Figure 1. The metal 2 layer.
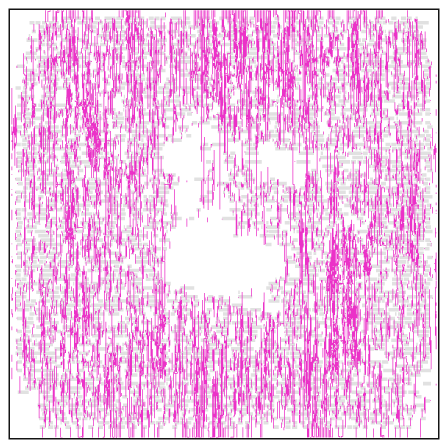
Figure 2. Routing congestion.
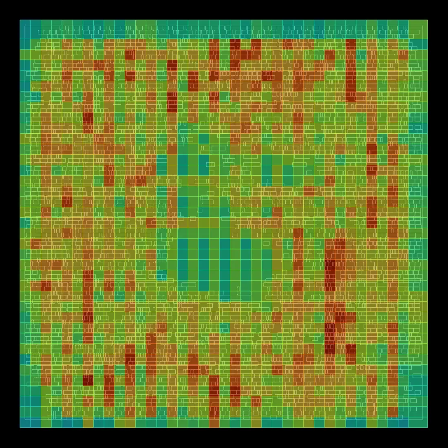
Figure 3. Met1 routing.
Supply wires on this layer in gray.
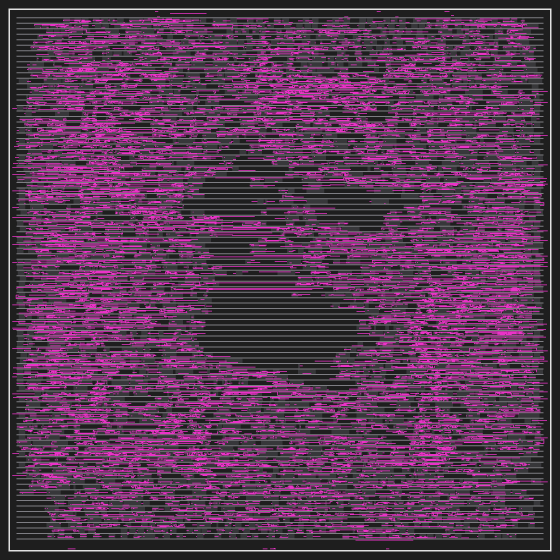
<file path="src/rtl/addsub_pkg.sv">
// Shared helpers for the segmented add/sub pipeline.
// Segment geometry derived from width and stage count.
package addsub_pkg;

    function automatic int seg_size(input int w, input int s);
        return (w + s - 1) / s;
    endfunction

    function automatic int seg_lo(input int k, input int w, input int s);
        return k * seg_size(w, s);
    endfunction

    // The top segment takes whatever bits remain, so it may be short.
    function automatic int seg_w(input int k, input int w, input int s);
        if (k == s - 1)
            return w - (s - 1) * seg_size(w, s);
        return seg_size(w, s);
    endfunction

endpackage

</file>
<file path="src/rtl/addsub_seg_stage.sv">
// One pipeline stage: payload register plus the adder for its slice.
// The last stage doubles as the output register and ignores bubbles.
module addsub_seg_stage
    import addsub_pkg::*;
#(
    parameter int  LO    = 0,
    parameter int  SW    = 32,
    parameter bit  LAST  = 1'b0,
    parameter type pay_t = logic
) (
    input  logic clk,
    input  logic rstn,
    input  logic en,
    input  pay_t d,
    output pay_t q
);

    pay_t        nxt;
    logic [SW:0] sum;

    always_comb begin
        sum = {1'b0, d.a[LO +: SW]}
            + {1'b0, d.b[LO +: SW]}
            + {{SW{1'b0}}, d.c};
        nxt = d;
        nxt.r[LO +: SW] = sum[SW-1:0];
        nxt.c = sum[SW];
    end

    always_ff @(posedge clk) begin
        if (!rstn) begin
            q <= '0;
        end else if (en) begin
            if (!LAST || d.valid)
                q <= nxt;
            else
                q.valid <= 1'b0;
        end
    end

endmodule

</file>
<file path="src/rtl/pipelined_addsub.sv">
// W-bit add/subtract resolved one carry-chained segment per stage,
// with a single global enable giving valid/ready back-pressure.
module pipelined_addsub
    import addsub_pkg::*;
#(
    parameter int W  = 128,
    parameter int S  = 4,
    parameter int TW = 4
) (
    input  logic          clk,
    input  logic          rstn,
    input  logic          in_valid,
    output logic          in_ready,
    input  logic [W-1:0]  op1,
    input  logic [W-1:0]  op2,
    input  logic          cin,
    input  logic          sub,
    input  logic [TW-1:0] tag,
    output logic          out_valid,
    input  logic          out_ready,
    output logic [W-1:0]  res,
    output logic          cout,
    output logic          ovf,
    output logic [TW-1:0] out_tag
);

    typedef struct packed {
        logic          valid;
        logic [W-1:0]  a;
        logic [W-1:0]  b;
        logic [W-1:0]  r;
        logic          c;
        logic          sub;
        logic [TW-1:0] tag;
    } pay_t;

    pay_t       s_in;
    pay_t [S:0] stg;
    pay_t       fin;
    logic       en;
    logic       unused_bits;

    assign en       = ~out_valid | out_ready;
    assign in_ready = en;

    // Subtract as A + ~B + ~borrow; the borrow sense is restored at cout.
    always_comb begin
        s_in       = '0;
        s_in.valid = in_valid;
        s_in.a     = op1;
        s_in.b     = sub ? ~op2 : op2;
        s_in.c     = cin ^ sub;
        s_in.sub   = sub;
        s_in.tag   = tag;
    end

    assign stg[0] = s_in;

    for (genvar k = 0; k < S; k++) begin : g_stage
        addsub_seg_stage #(
            .LO   (seg_lo(k, W, S)),
            .SW   (seg_w(k, W, S)),
            .LAST (k == S - 1),
            .pay_t(pay_t)
        ) u_stage (
            .clk (clk),
            .rstn(rstn),
            .en  (en),
            .d   (stg[k]),
            .q   (stg[k+1])
        );
    end

    assign fin       = stg[S];
    assign out_valid = fin.valid;
    assign res       = fin.r;
    assign cout      = fin.c ^ fin.sub;
    assign ovf       = (fin.a[W-1] == fin.b[W-1])
                     & (fin.r[W-1] != fin.a[W-1]);
    assign out_tag   = fin.tag;

    assign unused_bits = ^{fin.a, fin.b};

endmodule

</file>
<file path="config.mk">
export PLATFORM = sky130hd
export DESIGN_NAME = pipelined_addsub
export DESIGN_NICKNAME = d
export VERILOG_FILES = /design/src/rtl/addsub_pkg.sv /design/src/rtl/addsub_seg_stage.sv /design/src/rtl/pipelined_addsub.sv
export SDC_FILE = /design/constraint.sdc
export NUM_CORES = 2
export LEC_CHECK = 0
export CAP_MARGIN = 5
export CORE_MARGIN = 3
export CORE_UTILIZATION = 50
export DETAILED_ROUTE_END_ITERATION = 8
export GPL_TIMING_DRIVEN = 0
export PLACE_DENSITY = 0.69
export REMOVE_ABC_BUFFERS = 1
export SYNTH_ARGS = -nofsm -noshare
export SYNTH_HDL_FRONTEND = slang
export SYNTH_HIERARCHICAL = 1
export SYNTH_SLANG_ARGS = --single-unit
</file>
<file path="constraint.sdc">
create_clock -name clk -period 13.9 [get_ports clk]
set_clock_uncertainty 0.15 [all_clocks]
set_input_delay 4.17 -clock clk [delete_from_list [all_inputs] [get_ports clk]]
set_output_delay 4.17 -clock clk [all_outputs]
set_load 0.02 [all_outputs]
</file>
==> results.tsv <==
metric	value	unit
hold path endpoint	g_stage[3].u_stage/q[26]$_SDFFE_PN0P_	
post-DR vias/cell	5.38	
CP max stage cell	clkdlybuf4s50_1	
WL/cell	17.1	microns
antenna violations before repair	7	
cell area after layout	41500	sq um
R2R depth	10	
start of the worst register-to-register path	g_stage[0].u_stage/q[5]$_SDFFE_PN0P_	
clock root cell	clkbuf_16	
CTS buffer count	80	
depth of the CTS H-tree	3	
I/O Buffers	401	
Final Net Count	4335	
Pre-Place Util	0.507	
cell area after placement	38800	sq um
Fill cells	5930	
critical path buffer and inverter count	4	
Tightest Hold Check Type	reg -> reg	
Top reg by flops	g_stage.u_stage/q	
Hold Crit Depth	2	
Sw Pwr	1.25	mW
status	finished, final reports clean	
Post-CTS Setup Inserts	0	
area of the core	67500	sq um
worst-path maximum fanout	52	
DPL Wire Length	55.8	mm
-- Figure 1 (at the start) --
main direction: vertical
wire length on this layer: 38.3 mm
drt total wl: 83.4 mm
met2 GRT Util: 0.374
vias: 26204

-- Figure 2 (at the start) --
gr busiest metal: met2
gr usage total: 0.227

-- Figure 3 (at the start) --
main direction: horizontal
wire length on this layer: 38.7 mm
nets with wire on the layer: 4082

==> area by class of cell <==
cell class,instances,area share
repair buffers,422,0.110
clock inverters,31,0.00923
inverters,38,0.00392
well taps,873,0.0263
flip-flops and latches,734,0.354
diodes,2,0.000121
multi-input cells,2661,0.440
clock buffers,110,0.0552
==> routing by layer <==
layer  vias up  global-route usage  part of all wire
li1      13191                   -                 -
met1     12317               0.306              0.46
met2       554               0.374              0.46
met3       130              0.0452             0.056
met4        12              0.0597             0.022
met5         -                   0           0.00098
==> power by group through the flow <==
stage | registers, mW | logic [mW] | clock network [mW]
finish | 2.30 | 0.632 | 2.15
global route | 2.32 | 0.707 | 2.28
CTS | 2.30 | 0.635 | 2.20
detailed placement | 2.35 | 0.631 | 0
global placement | 2.35 | 0.702 | 0
floorplan | 2.33 | 0.476 | 0
==> placed cells by master, fill, tap and decap left out, types with 10 or more instances in the layout <==
master and instances:
nand4_1 32, o22ai_1 10, inv_1 35, o21ai_1 11
a311o_1 10, clkdlybuf4s50_1 399, nor3_1 22, o21bai_1 13
buf_16 18, a21oi_1 251, nand2_1 332, nor2_1 484
o21a_1 13, xor2_1 166, clkbuf_1 16, and2_1 10
a31oi_1 19, o211ai_1 18, or3_1 12, ha_1 124
and3_1 16, nor2b_1 164, clkbuf_16 83, mux2i_1 552
o31ai_1 11, a21o_1 56, dfxtp_1 734, o21ai_0 80
clkbuf_8 11, nand3_1 53, clkinv_2 15, a211oi_1 13
xnor2_1 51
==> worst max-delay path by stage <==
stage,from,end,slack (ns),depth (start not counted)
floorplan,out_ready,g_stage[3].u_stage/q[132]$_SDFFE_PN0P_,-23.71,7
global placement,out_ready,g_stage[3].u_stage/q[132]$_SDFFE_PN0P_,-44.13,8
detailed placement,out_ready,in_ready,3.10,5
CTS,out_ready,in_ready,3.10,5
global route,out_ready,in_ready,3.02,5
finish,out_ready,in_ready,3.11,5
==> through the flow <==
stage | hold slack, ns | worst slack (ns) | power, mW | utilization
floorplan | 0.277 | -23.71 | 2.81 | -
detailed placement | 0.291 | 3.10 | 2.98 | 0.575
finish | 0.287 | 3.11 | 5.08 | 0.614
CTS | 0.285 | 3.10 | 5.14 | 0.614
global route | 0.318 | 3.02 | 5.31 | 0.614
global placement | 0.287 | -44.13 | 3.05 | 0.566
==> worst register-to-register path: cells and delay by family (launching register included) <==
family,cells,cell delay (ns)
AOI/OAI and AO/OA,7,1.87
adders and majority gates,2,0.99
DFF,1,0.32
and+or+nand+nor,1,0.14
Power is estimated from default activity; no workload was simulated.
